[config.mk]
export PLATFORM = sky130hd
export DESIGN_NAME = gcd_sched
export DESIGN_NICKNAME = d
export VERILOG_FILES = /design/src/rtl/gcd_pkg.sv /design/src/rtl/rr_pick.sv /design/src/rtl/gcd_sched.sv
export SDC_FILE = /design/constraint.sdc
export NUM_CORES = 1
export LEC_CHECK = 0
export CORE_AREA = 2 2 105 107
export CTS_CLUSTER_DIAMETER = 30
export DETAILED_ROUTE_END_ITERATION = 8
export DIE_AREA = 0 0 107 109
export GPL_ROUTABILITY_DRIVEN = 1
export PLACE_DENSITY = 0.71
export SETUP_SLACK_MARGIN = 0.4
export SLEW_MARGIN = 20
export SYNTH_ARGS = -nofsm -noshare
export SYNTH_HDL_FRONTEND = slang
export SYNTH_HIERARCHICAL = 1
export SYNTH_SLANG_ARGS = --single-unit
[constraint.sdc]
create_clock -name clock -period 2.8 [get_ports clock]
set_clock_uncertainty 0.1 [all_clocks]
set_input_delay 0.7 -clock clock [delete_from_list [all_inputs] [get_ports clock]]
set_output_delay 0.7 -clock clock [all_outputs]
set_load 0.02 [all_outputs]
[src/rtl/gcd_pkg.sv]
// Shared definitions for the gcd scheduler: state encoding and default sizes.
// Latency: n/a (definitions only).
// Backpressure: n/a.
package gcd_pkg;

    // Default operand/result width; must match the attached gcd core.
    localparam int GCD_WIDTH = 8;

    // Core latency, start edge to done, for a == b or a zero operand.
    localparam int GCD_DONE_LAT = 3;

    typedef enum logic [1:0] {
        S_IDLE  = 2'd0,
        S_ISSUE = 2'd1,
        S_WAIT  = 2'd2,
        S_RESP  = 2'd3
    } state_t;

endpackage

[src/rtl/rr_pick.sv]
// Round-robin priority picker: first set req bit at or above ptr, wrapping to 0.
// Latency: combinational.
// Backpressure: none; grant is all-zero when req is all-zero.
//
// Ports:
//   req   - request vector
//   ptr   - index with highest priority this round
//   grant - one-hot selected requester
//   idx   - binary index of the selected requester
module rr_pick #(
    parameter int NREQ = 4
) (
    input  logic [NREQ-1:0]         req,
    input  logic [$clog2(NREQ)-1:0] ptr,
    output logic [NREQ-1:0]         grant,
    output logic [$clog2(NREQ)-1:0] idx
);

    localparam int IW = $clog2(NREQ);

    logic [NREQ-1:0] hi;
    logic [NREQ-1:0] sel;

    always_comb begin
        hi = '0;
        for (int j = 0; j < NREQ; j++) begin
            hi[j] = req[j] && (IW'(j) >= ptr);
        end
        // Requests at or above ptr win; otherwise wrap and take the lowest.
        sel   = (hi != '0) ? hi : req;
        grant = '0;
        idx   = '0;
        // Descending scan so the lowest set bit is the one that sticks.
        for (int j = NREQ - 1; j >= 0; j--) begin
            if (sel[j]) begin
                grant    = '0;
                grant[j] = 1'b1;
                idx      = IW'(j);
            end
        end
    end

endmodule

[src/rtl/gcd_sched.sv]
// Round-robin scheduler sharing one external gcd core among NREQ requesters.
// Latency: grant 1 cycle after req seen in IDLE; response 1 cycle after gcd_done.
// Backpressure: requesters hold req/operands until gnt; one job in flight at a time.
//
// Ports:
//   clock, reset_n         - clock, async active-low reset
//   req, a_in, b_in        - per-requester request and packed operands
//   gnt, rsp_valid         - one-hot pulses: operands accepted / result valid
//   rsp_data, rsp_cycles   - last result and its core cycle count (held)
//   busy                   - high whenever not IDLE
//   gcd_start, gcd_a/b     - command to the core
//   gcd_outp, gcd_done     - result and done pulse from the core
module gcd_sched
    import gcd_pkg::*;
#(
    parameter int WIDTH  = GCD_WIDTH,
    parameter int NREQ   = 4,
    parameter int CWIDTH = 16
) (
    input  logic                   clock,
    input  logic                   reset_n,
    input  logic [NREQ-1:0]        req,
    input  logic [NREQ*WIDTH-1:0]  a_in,
    input  logic [NREQ*WIDTH-1:0]  b_in,
    output logic [NREQ-1:0]        gnt,
    output logic [NREQ-1:0]        rsp_valid,
    output logic [WIDTH-1:0]       rsp_data,
    output logic [CWIDTH-1:0]      rsp_cycles,
    output logic                   busy,
    output logic                   gcd_start,
    output logic [WIDTH-1:0]       gcd_a,
    output logic [WIDTH-1:0]       gcd_b,
    input  logic [WIDTH-1:0]       gcd_outp,
    input  logic                   gcd_done
);

    localparam int IW = $clog2(NREQ);

    state_t            state, state_nxt;
    logic [IW-1:0]     ptr;
    logic [IW-1:0]     owner;
    logic [WIDTH-1:0]  op_a, op_b;
    logic [CWIDTH-1:0] cnt;

    logic [NREQ-1:0]   pick_gnt;
    logic [IW-1:0]     pick_idx;
    logic [WIDTH-1:0]  pick_a, pick_b;
    logic [NREQ-1:0]   owner_oh;
    logic [IW-1:0]     ptr_nxt;
    logic [CWIDTH-1:0] cnt_inc;

    rr_pick #(.NREQ(NREQ)) u_pick (
        .req   (req),
        .ptr   (ptr),
        .grant (pick_gnt),
        .idx   (pick_idx)
    );

    // Operand slice of the picked requester, and owner as a one-hot vector.
    always_comb begin
        pick_a   = '0;
        pick_b   = '0;
        owner_oh = '0;
        for (int i = 0; i < NREQ; i++) begin
            if (pick_idx == IW'(i)) begin
                pick_a = a_in[i*WIDTH +: WIDTH];
                pick_b = b_in[i*WIDTH +: WIDTH];
            end
            owner_oh[i] = (owner == IW'(i));
        end
    end

    // Priority moves past the requester just served so it cannot starve others.
    assign ptr_nxt = (owner == IW'(NREQ - 1)) ? '0 : owner + IW'(1);
    assign cnt_inc = (cnt == {CWIDTH{1'b1}}) ? cnt : cnt + CWIDTH'(1);

    always_comb begin
        state_nxt = state;
        case (state)
            S_IDLE:  if (req != '0) state_nxt = S_ISSUE;
            S_ISSUE: state_nxt = S_WAIT;
            S_WAIT:  if (gcd_done) state_nxt = S_RESP;
            S_RESP:  state_nxt = S_IDLE;
            default: state_nxt = S_IDLE;
        endcase
    end

    always_ff @(posedge clock or negedge reset_n) begin
        if (!reset_n) begin
            state      <= S_IDLE;
            ptr        <= '0;
            owner      <= '0;
            op_a       <= '0;
            op_b       <= '0;
            cnt        <= '0;
            gnt        <= '0;
            rsp_valid  <= '0;
            gcd_start  <= 1'b0;
            busy       <= 1'b0;
            rsp_data   <= '0;
            rsp_cycles <= '0;
        end else begin
            state     <= state_nxt;
            busy      <= (state_nxt != S_IDLE);
            gnt       <= '0;
            gcd_start <= 1'b0;
            rsp_valid <= '0;
            case (state)
                S_IDLE: begin
                    if (req != '0) begin
                        op_a      <= pick_a;
                        op_b      <= pick_b;
                        owner     <= pick_idx;
                        gnt       <= pick_gnt;
                        gcd_start <= 1'b1;
                        cnt       <= '0;
                    end
                end
                S_WAIT: begin
                    // The done cycle itself counts, hence cnt+1 at capture.
                    if (gcd_done) begin
                        rsp_data   <= gcd_outp;
                        rsp_cycles <= cnt_inc;
                        rsp_valid  <= owner_oh;
                    end else begin
                        cnt <= cnt_inc;
                    end
                end
                S_RESP:  ptr <= ptr_nxt;
                default: ;
            endcase
        end
    end

    assign gcd_a = op_a;
    assign gcd_b = op_b;

endmodule

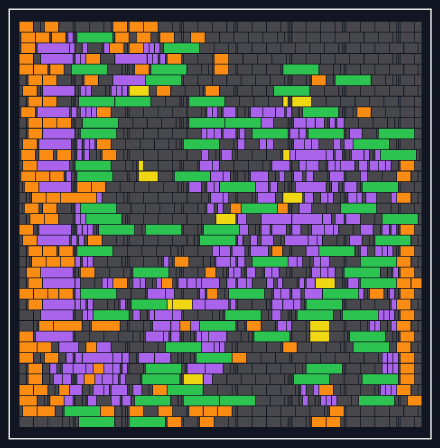
(run_1/placement_by_type.png)
Fill, decap, tap and diode cells in gray.
[purple] combinational and other logic | cells: 300 | share of their area: 38%
[green] sequential cells | cells: 72 | share of their area: 33%
[orange] remaining buffers and delay cells | cells: 143 | share of their area: 26%
[yellow] clock drivers and dummy loads | cells: 14 | share of their area: 2.8%

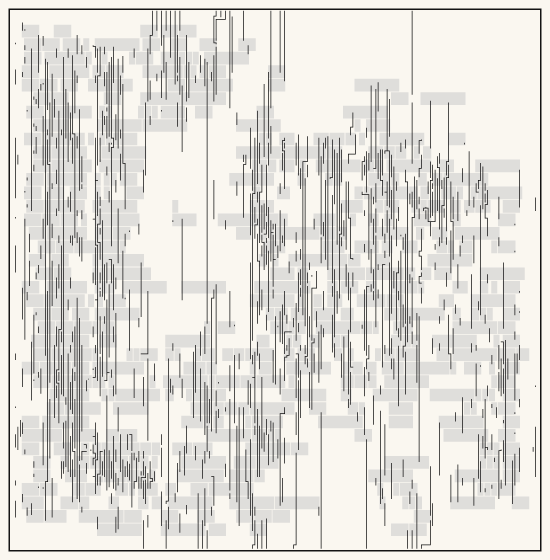
(run_1/layer_met2.png)
share of all routed wire: 50%
longest straight run: 68.3 microns
nets with wire on the layer: 508
wire length on this layer: 4900 microns

==> impl_metrics.csv, run 1 <==
group,metric,value,unit
final_timing,hold_ws,0.371,ns
final_timing,finalSetupViolCount,0,
final_timing,rsz0062_at_grt,"no",
final_timing,final.setup.worst_slack,0.432,ns
final_timing,tightest_slew,0.903,ns
yosys,netlist-cell-type-count,62,
status,status,"finished clean",
final_timing,fmaxAchievable,422,MHz
clocking,clkTransAtPathRegs,0.07,ns
floorplan,dieArea,0.0117,sq mm
floorplan,die_h,109,microns
final_timing,fin_crit_sh,0.846,
power_and_ir_drop,clkPwrFrac,0.146,
worst_hold_path,hold_path_class,"in -> async",
place,io_buffer_count,128,
yosys,yosys-stat-area,0.00400,sq mm
worst_setup_path,crit_required,2.94,ns
final_timing,final-hold-violation-count,0,
floorplan,die_w,107,microns
power_and_ir_drop,switching_share,0.391,
yosys,ys.flops,72,
worst_setup_path,start_kind,"input port",
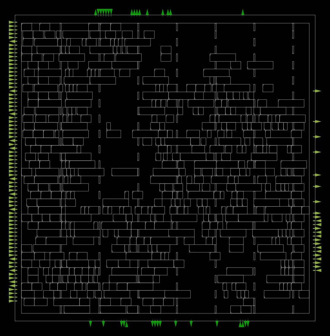
(run_1/placement.png)
tapcell count: 140
flop count: 72
final core utilization: 0.534

## run 1: kinds of logic (layout without fill, tap and decap cells)
group           count (synthesis)  after routing  synth area share
compound gates                 86             86             0.146
flops                          72             72             0.451
xor+xnor                        7              7            0.0153
buf+inv                        37            168            0.0416
simple gates                  169            169             0.223
mux                            19             19            0.0982
fa+ha+maj                       8              8            0.0250
## run 1: routing by layer
layer,track usage,share of wire,vias to the layer above,routed length (microns)
li1,-,-,1670,-
met1,0.201,0.40,1605,3970
met2,0.301,0.50,136,4900
met3,0.0520,0.078,17,773
met4,0.0751,0.023,0,223
met5,0,0,-,0
## run 1: worst max-delay path: stages
cell and delay (ns):
clkdlybuf4s50_1 0.52, a221oi_4 0.40, clkbuf_16 0.24, mux4_2 0.49, nand2_1 0.09, nand2_1 0.06
## run 1: registers in the layout, indices dropped and copies added (netlist names)
register    cells
state           2
gcd_a           8
ptr             2
gnt             4
rsp_data        8
gcd_start       1
rsp_cycles     16
gcd_b           8
owner           2
busy            1
cnt            16
rsp_valid       4
## run 1: power by group through the flow
stage,combinational [mW],sequential (mW),clock [mW]
2_1_floorplan,1.13,1.92,0
3_3_place_gp,2.41,1.62,0
3_5_place_dp,2.45,1.63,0
4_1_cts,2.45,1.62,0.727
5_1_grt,2.70,1.66,0.769
6_report,2.48,1.62,0.702
## run 1: worst min path at each step
stage,from,end,slack (ns),cells past startpoint
global route,rsp_data[7]$_DFFE_PN0N_,rsp_data[7]$_DFFE_PN0N_,0.40,2
CTS,rsp_data[3]$_DFFE_PN0N_,rsp_data[3]$_DFFE_PN0N_,0.38,2
global placement,gcd_a[6]$_DFFE_PN0P_,gcd_a[6]$_DFFE_PN0P_,0.36,2
finish,reset_n,rsp_data[2]$_DFFE_PN0N_,0.37,1
floorplan,reset_n,busy$_DFF_PN0_,0.30,0
detailed placement,rsp_data[3]$_DFFE_PN0N_,rsp_data[3]$_DFFE_PN0N_,0.36,2
## run 1: cells in the final DEF (no fill, tap or decap), types with 3 or more instances in the layout
master	n
clkdlybuf4s50_1	124
nand2_1	90
dfrtp_1	71
nor2_1	19
a21oi_1	18
mux4_2	16
o21ai_0	15
a31oi_1	15
buf_4	13
clkbuf_8	10
inv_1	9
and3_1	8
ha_1	8
nand2b_1	7
and2_1	6
nor3_1	6
nand3_1	6
o21ai_1	6
xnor2_1	5
and4_1	4
a21o_1	4
nand4_4	3
nand4_1	3
or3_1	3
o2bb2ai_1	3
clkbuf_1	3
dlymetal6s2s_1	3
## run 1: layout make-up
class / count / area [sq um] / share of cell area
clock inverter: 1 / 5.00 / 0.000883
tap: 140 / 175 / 0.0309
inverter: 11 / 41.3 / 0.00729
multi-input combinational: 289 / 2050 / 0.362
clock buffer: 13 / 149 / 0.0263
timing repair buffer: 143 / 1440 / 0.254
sequential: 72 / 1800 / 0.318
## run 1: per-stage QoR
| step | instance area (sq um) | instances |
|---|---|---|
| after detailed placement | 5460 | 653 |
| after global routing | 5670 | 669 |
| after floorplan | 4010 | 398 |
| final | 5670 | 669 |
| after CTS | 5620 | 667 |
| after global placement | 5460 | 653 |
## run 1: what timing repair did
item / in CTS / in global routing
setup buffers: 0 / 1
setup endpoints to repair: 0 / 27
resized: 0 / 6
==> run_1/io_fan.png <==
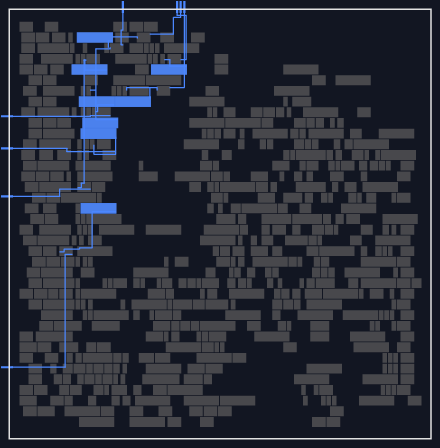

==> run 1 -> run 2 <==
- clock period: 2.8 -> 2.4 ns (I/O delays scaled with it)
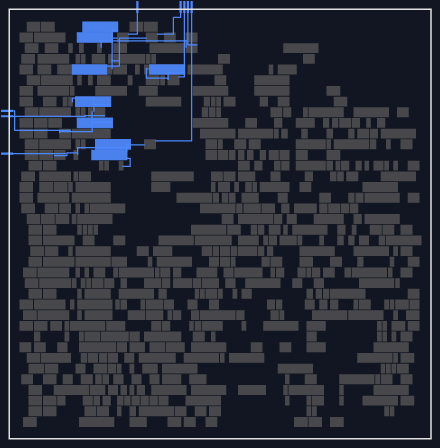
(run_2/io_fan.png)
[blue] gcd_a | direction: output | edge: 5 top, 3 left | end cells: 8 | buffers: 8 | wire: 287 microns

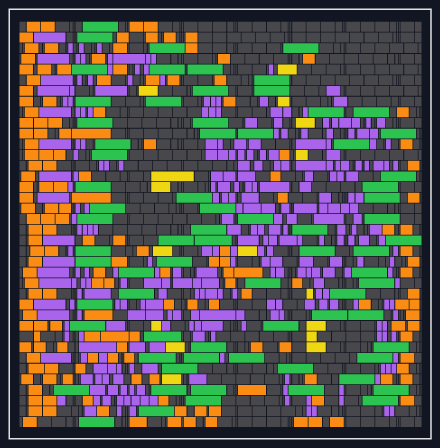
(run_2/placement_by_type.png)
Fill, decap, tap and diode cells in gray.
[purple] combinational and other logic | cells: 300 | share of their area: 37%
[orange] remaining buffers and delay cells | cells: 163 | share of their area: 28%
[green] sequential cells | cells: 72 | share of their area: 32%
[yellow] clock drivers and dummy loads | cells: 16 | share of their area: 3.6%

==> impl_metrics.csv, run 2 <==
group,metric,value,unit
final_timing,tightest_slew,0.512,ns
run,cap_violations,0,
final_timing,fin_crit_sh,0.883,
worst_setup_path,crit_path_frequent_cell,"nand2_1",
worst_setup_path,start_kind,"flop",
power_and_ir_drop,switching_share,0.398,
yosys,ys.flops,72,
yosys,yosys-stat-area,0.00400,sq mm
place,place_area,0.00558,sq mm
final_timing,rsz0062_at_grt,"yes",
status,status,"finished clean",
worst_setup_path,cp_top_family,"multiplexers",
worst_setup_path,worst_path_largest_cell_delay,0.49,ns
floorplan,die_w,107,microns
final_timing,finalSetupViolCount,0,
finish,stdcell_area,0.00590,sq mm
grt,gr-total-overflow,0,
place,io_buffer_count,128,
worst_setup_path,crit_required,2.55,ns
worst_setup_path,crit_slowest_cell,"mux4_2",
yosys,most_common_cell,"nand2_1",
finish,fin_util,0.556,
worst_setup_path,crit_chain,"inv_2 -> o21bai_4 -> a221oi_4 -> buf_6 -> buf_12 -> mux4_2 -> nand2_1 -> nand2_1",
yosys,netlist-cell-type-count,62,
floorplan,die_h,109,microns
worst_hold_path,hold_path_class,"in -> async",
finish,lay_top_cells,"nand2_1 (90), clkdlybuf4s50_1 (73), dfrtp_1 (69), dlygate4sd2_1 (51), buf_4 (28)",
floorplan,dieArea,0.0117,sq mm
finish,mi_logic_area,0.00210,sq mm
worst_setup_path,cp_num_buf_inv,3,
finish,final_nets,633,
power_and_ir_drop,clkPwrFrac,0.172,
clocking,clkTransAtPathRegs,0.08,ns
final_timing,fmaxAchievable,472,MHz
worst_setup_path,r2r_slack,0.28,ns
finish,regArea,0.00181,sq mm
finish,lay_top_count,"nand2_1",
final_timing,final-hold-violation-count,0,
finish,top_regs,"cnt: 16 flops, rsp_cycles: 16 flops",
==> run 2: cell counts after synthesis <==
No cell type changed its count.
==> run 2: cell type report <==
| type | count | share of cell area |
|---|---|---|
| multi-input combinational | 289 | 0.356 |
| tap | 140 | 0.0297 |
| sequential | 72 | 0.306 |
| clock inverter | 6 | 0.0115 |
| timing repair buffer | 163 | 0.267 |
| inverter | 11 | 0.00700 |
| clock buffer | 10 | 0.0233 |
==> run 2: repair_timing <==
item,4_1_cts,5_1_grt
endpoints found under the setup margin,86,27
gates cloned,2,0
pin swaps,2,0
buffers inserted,8,0
resized,69,8
==> run 2: worst max-delay path by stage <==
stage,to,from,depth (start not counted),slack (ns)
2_1_floorplan,gcd_a[0]$_DFFE_PN0P_,req[2],7,0.23
3_3_place_gp,gcd_a[3]$_DFFE_PN0P_,req[3],7,-0.26
3_5_place_dp,gcd_b[3]$_DFFE_PN0P_,req[3],7,-0.31
4_1_cts,gcd_b[3]$_DFFE_PN0P_,ptr[1]$_DFFE_PN0N_,9,0.33
5_1_grt,gcd_b[4]$_DFFE_PN0P_,ptr[1]$_DFFE_PN0N_,8,0.19
6_report,gcd_b[4]$_DFFE_PN0P_,ptr[1]$_DFFE_PN0N_,8,0.28
==> run 2: through the flow <==
stage | hold slack [ns] | instances | TNS [ns] | setup slack [ns]
after global routing | 0.149 | 691 | 0 | 0.194
after global placement | 0.356 | 665 | -5.64 | -0.264
final | 0.116 | 691 | 0 | 0.280
after floorplan | 0.204 | 398 | 0 | 0.230
after detailed placement | 0.365 | 665 | -6.43 | -0.306
after CTS | 0.125 | 691 | 0 | 0.332
==> run 2: power by group through the flow <==
stage | Sequential, mW | Combinational (mW) | Clock (mW)
floorplan | 2.24 | 1.33 | 0
global placement | 1.88 | 2.89 | 0
detailed placement | 1.90 | 2.95 | 0
CTS | 1.85 | 2.99 | 1.03
global route | 1.91 | 3.27 | 1.07
finish | 1.85 | 2.99 | 1.00
==> run 2: cells by family (layout without fill, tap and decap cells) <==
kind of cell,count (synthesis),count (layout),synth area share
AND-OR/OR-AND,86,86,0.146
adder cells (fa/ha/maj),8,8,0.0250
AND/OR/NAND/NOR,169,169,0.223
XOR/XNOR,7,7,0.0153
multiplexers,19,19,0.0982
buffers and inverters,37,190,0.0416
flip-flops,72,72,0.451
==> run 2: routing by layer <==
layer  GRT usage  wire (microns)
met1       0.224            4290
met2       0.335            5290
met3      0.0448             707
met4      0.0612             159
met5           0               0
==> run_2/placement.png <==
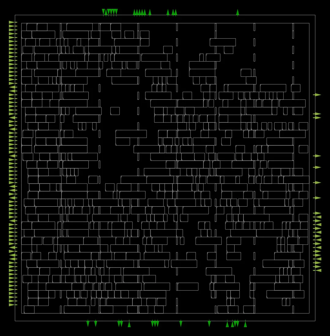

==> run 2 -> run 3 <==
- CORE_AREA: 2 2 105 107 -> 2 2 86 130
- DIE_AREA: 0 0 107 109 -> 0 0 88 132
- HOLD_SLACK_MARGIN: unset -> 0.15
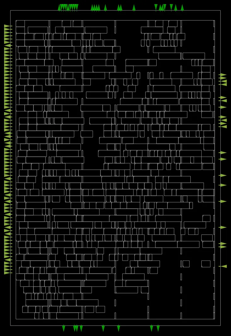
(run_3/placement.png)
# rows: 46
Fill cells: 885
Core Area: 0.0104 sq mm
Non-Filler Instances: 698

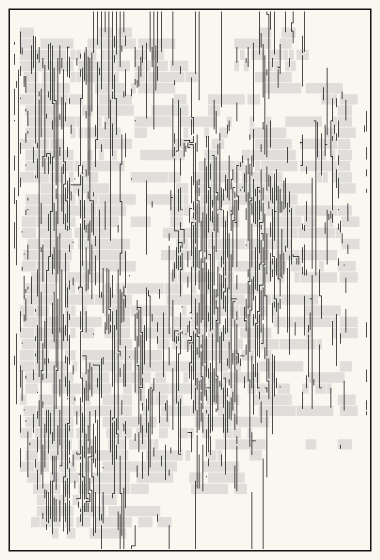
(run_3/layer_met2.png)
nets with wire on the layer: 534
share of all routed wire: 54%
wire length on this layer: 5880 microns
longest straight run: 67.7 microns

==> impl_metrics.csv, run 3 <==
group,metric,value,unit
worst_hold_path,hold_path_class,"reg -> reg",
yosys,yosys-top-cells-count,"nand2_1 (90), dfrtp_1 (72), nor2_1 (19), a21oi_1 (18), mux4_2 (16)",
status,status,"finished clean",
clocking,clkTransAtPathRegs,0.06,ns
place,gp_congestion,0.864,
worst_setup_path,start_kind,"input port",
worst_setup_path,cp-startpoint,"req[2]",
floorplan,initial_core_util,0.384,
floorplan,die_w,88,microns
finish,final_nets,636,
place,io_buffer_count,128,
grt,antenna_found_initial,0,
final_timing,finalSetupViolCount,0,
yosys,netlist-cell-type-count,62,
finish,lay_top_count,"nand2_1",
finish,top_regs,"cnt: 16 flops, rsp_cycles: 16 flops",
final_timing,rsz0062_at_grt,"yes",
route,finalWirelength,10900,microns
final_timing,fin_crit_sh,0.913,
place,place_hpwl,7730,microns
power_and_ir_drop,clkPwrFrac,0.233,
clocking,cts_made_buffers,9,
route,drt_iter0_drc,170,
finish,lay_top_cells,"nand2_1 (90), clkdlybuf4s50_1 (76), dfrtp_1 (67), dlygate4sd2_1 (33), buf_4 (25)",
worst_setup_path,critPathKind,"in -> reg",
run,cap_violations,0,
power_and_ir_drop,switching_share,0.365,
yosys,yosys-stat-area,0.00400,sq mm
final_timing,final-hold-violation-count,0,
route,wl_per_cell,15.6,microns
yosys,most_common_cell,"nand2_1",
final_timing,fmaxAchievable,456,MHz
worst_setup_path,crit_end,"gcd_b[6]$_DFFE_PN0P_",
worst_setup_path,crit_required,2.53,ns
grt,gr-total-overflow,0,
route,via_per_inst,5.15,
final_timing,hold_ws,0.366,ns
final_timing,fin_tns_setup,0,ns
floorplan,die_h,132,microns
floorplan,dieArea,0.0116,sq mm
worst_setup_path,r2r_slack,0.23,ns
final_timing,tightest_slew,0.511,ns
yosys,synth_area,0.00400,sq mm
place,dp_cells,666,
yosys,ys.flops,72,
-- run 3: layout make-up --
class | instances | area [sq um] | area share
inverter | 11 | 43.8 | 0.00703
clock inverter | 5 | 104 | 0.0167
sequential | 72 | 1810 | 0.290
tap | 144 | 180 | 0.0289
timing repair buffer | 165 | 1690 | 0.272
multi-input combinational | 290 | 2160 | 0.346
clock buffer | 11 | 243 | 0.0390
-- run 3: cell families after synthesis --
group           after synthesis  synth area share
buf+inv                      37            0.0416
fa+ha+maj                     8            0.0250
compound gates               86             0.146
xor+xnor                      7            0.0153
mux                          19            0.0982
simple gates                169             0.223
flops                        72             0.451
-- run 3: critical path: stages --
cell           delay (ns)
dlygate4sd2_1        0.27
nor2b_4              0.15
a221oi_4             0.26
buf_6                0.17
buf_12               0.11
buf_16               0.12
mux4_2               0.49
nand2_1              0.09
nand2_1              0.06
-- run 3: worst min path at each step --
stage | start | endpoint | slack (ns) | cells after the start
floorplan | reset_n | busy$_DFF_PN0_ | 0.20 | 0
global placement | rsp_data[2]$_DFFE_PN0N_ | rsp_data[2]$_DFFE_PN0N_ | 0.36 | 2
detailed placement | rsp_data[3]$_DFFE_PN0N_ | rsp_data[3]$_DFFE_PN0N_ | 0.36 | 2
CTS | gcd_b[5]$_DFFE_PN0P_ | gcd_b[5]$_DFFE_PN0P_ | 0.38 | 2
global route | rsp_data[0]$_DFFE_PN0N_ | rsp_data[0]$_DFFE_PN0N_ | 0.39 | 2
finish | rsp_data[3]$_DFFE_PN0N_ | rsp_data[3]$_DFFE_PN0N_ | 0.37 | 2
-- run 3: routing by layer --
| metal | global-route usage | share of wire | vias to the layer above |
|---|---|---|---|
| met4 | 0.0684 | 0.020 | 0 |
| met1 | 0.202 | 0.37 | 1711 |
| met5 | 0 | 0 | - |
| li1 | - | - | 1725 |
| met2 | 0.342 | 0.54 | 139 |
| met3 | 0.0645 | 0.072 | 18 |
-- run 3: what timing repair did --
item                                    4_1_cts  5_1_grt
endpoints found under the setup margin       71       63
pin swaps                                     4        5
buffers inserted                              8        4
hold endpoints to repair                      5        0
resized                                      51       34
hold buffers                                  1        0
cloned                                        2        1
-- run 3: power by group through the flow --
| stage | Sequential [mW] | Combinational (mW) | Clock, mW |
|---|---|---|---|
| 5_1_grt | 1.92 | 3.49 | 1.63 |
| 6_report | 1.87 | 3.23 | 1.55 |
| 3_3_place_gp | 1.89 | 2.92 | 0 |
| 4_1_cts | 1.87 | 3.16 | 1.58 |
| 2_1_floorplan | 2.24 | 1.33 | 0 |
| 3_5_place_dp | 1.89 | 2.99 | 0 |
-- run 3: stage by stage --
stage	instance area, sq um	power [mW]	setup WS [ns]	utilization
CTS	6080	6.60	0.257	0.584
floorplan	4020	3.57	0.230	-
global route	6230	7.05	0.112	0.598
global placement	5570	4.80	-0.206	0.535
finish	6230	6.65	0.209	0.598
detailed placement	5570	4.88	-0.244	0.535
Power figures rest on the tool's default switching activity, not on a simulated workload.
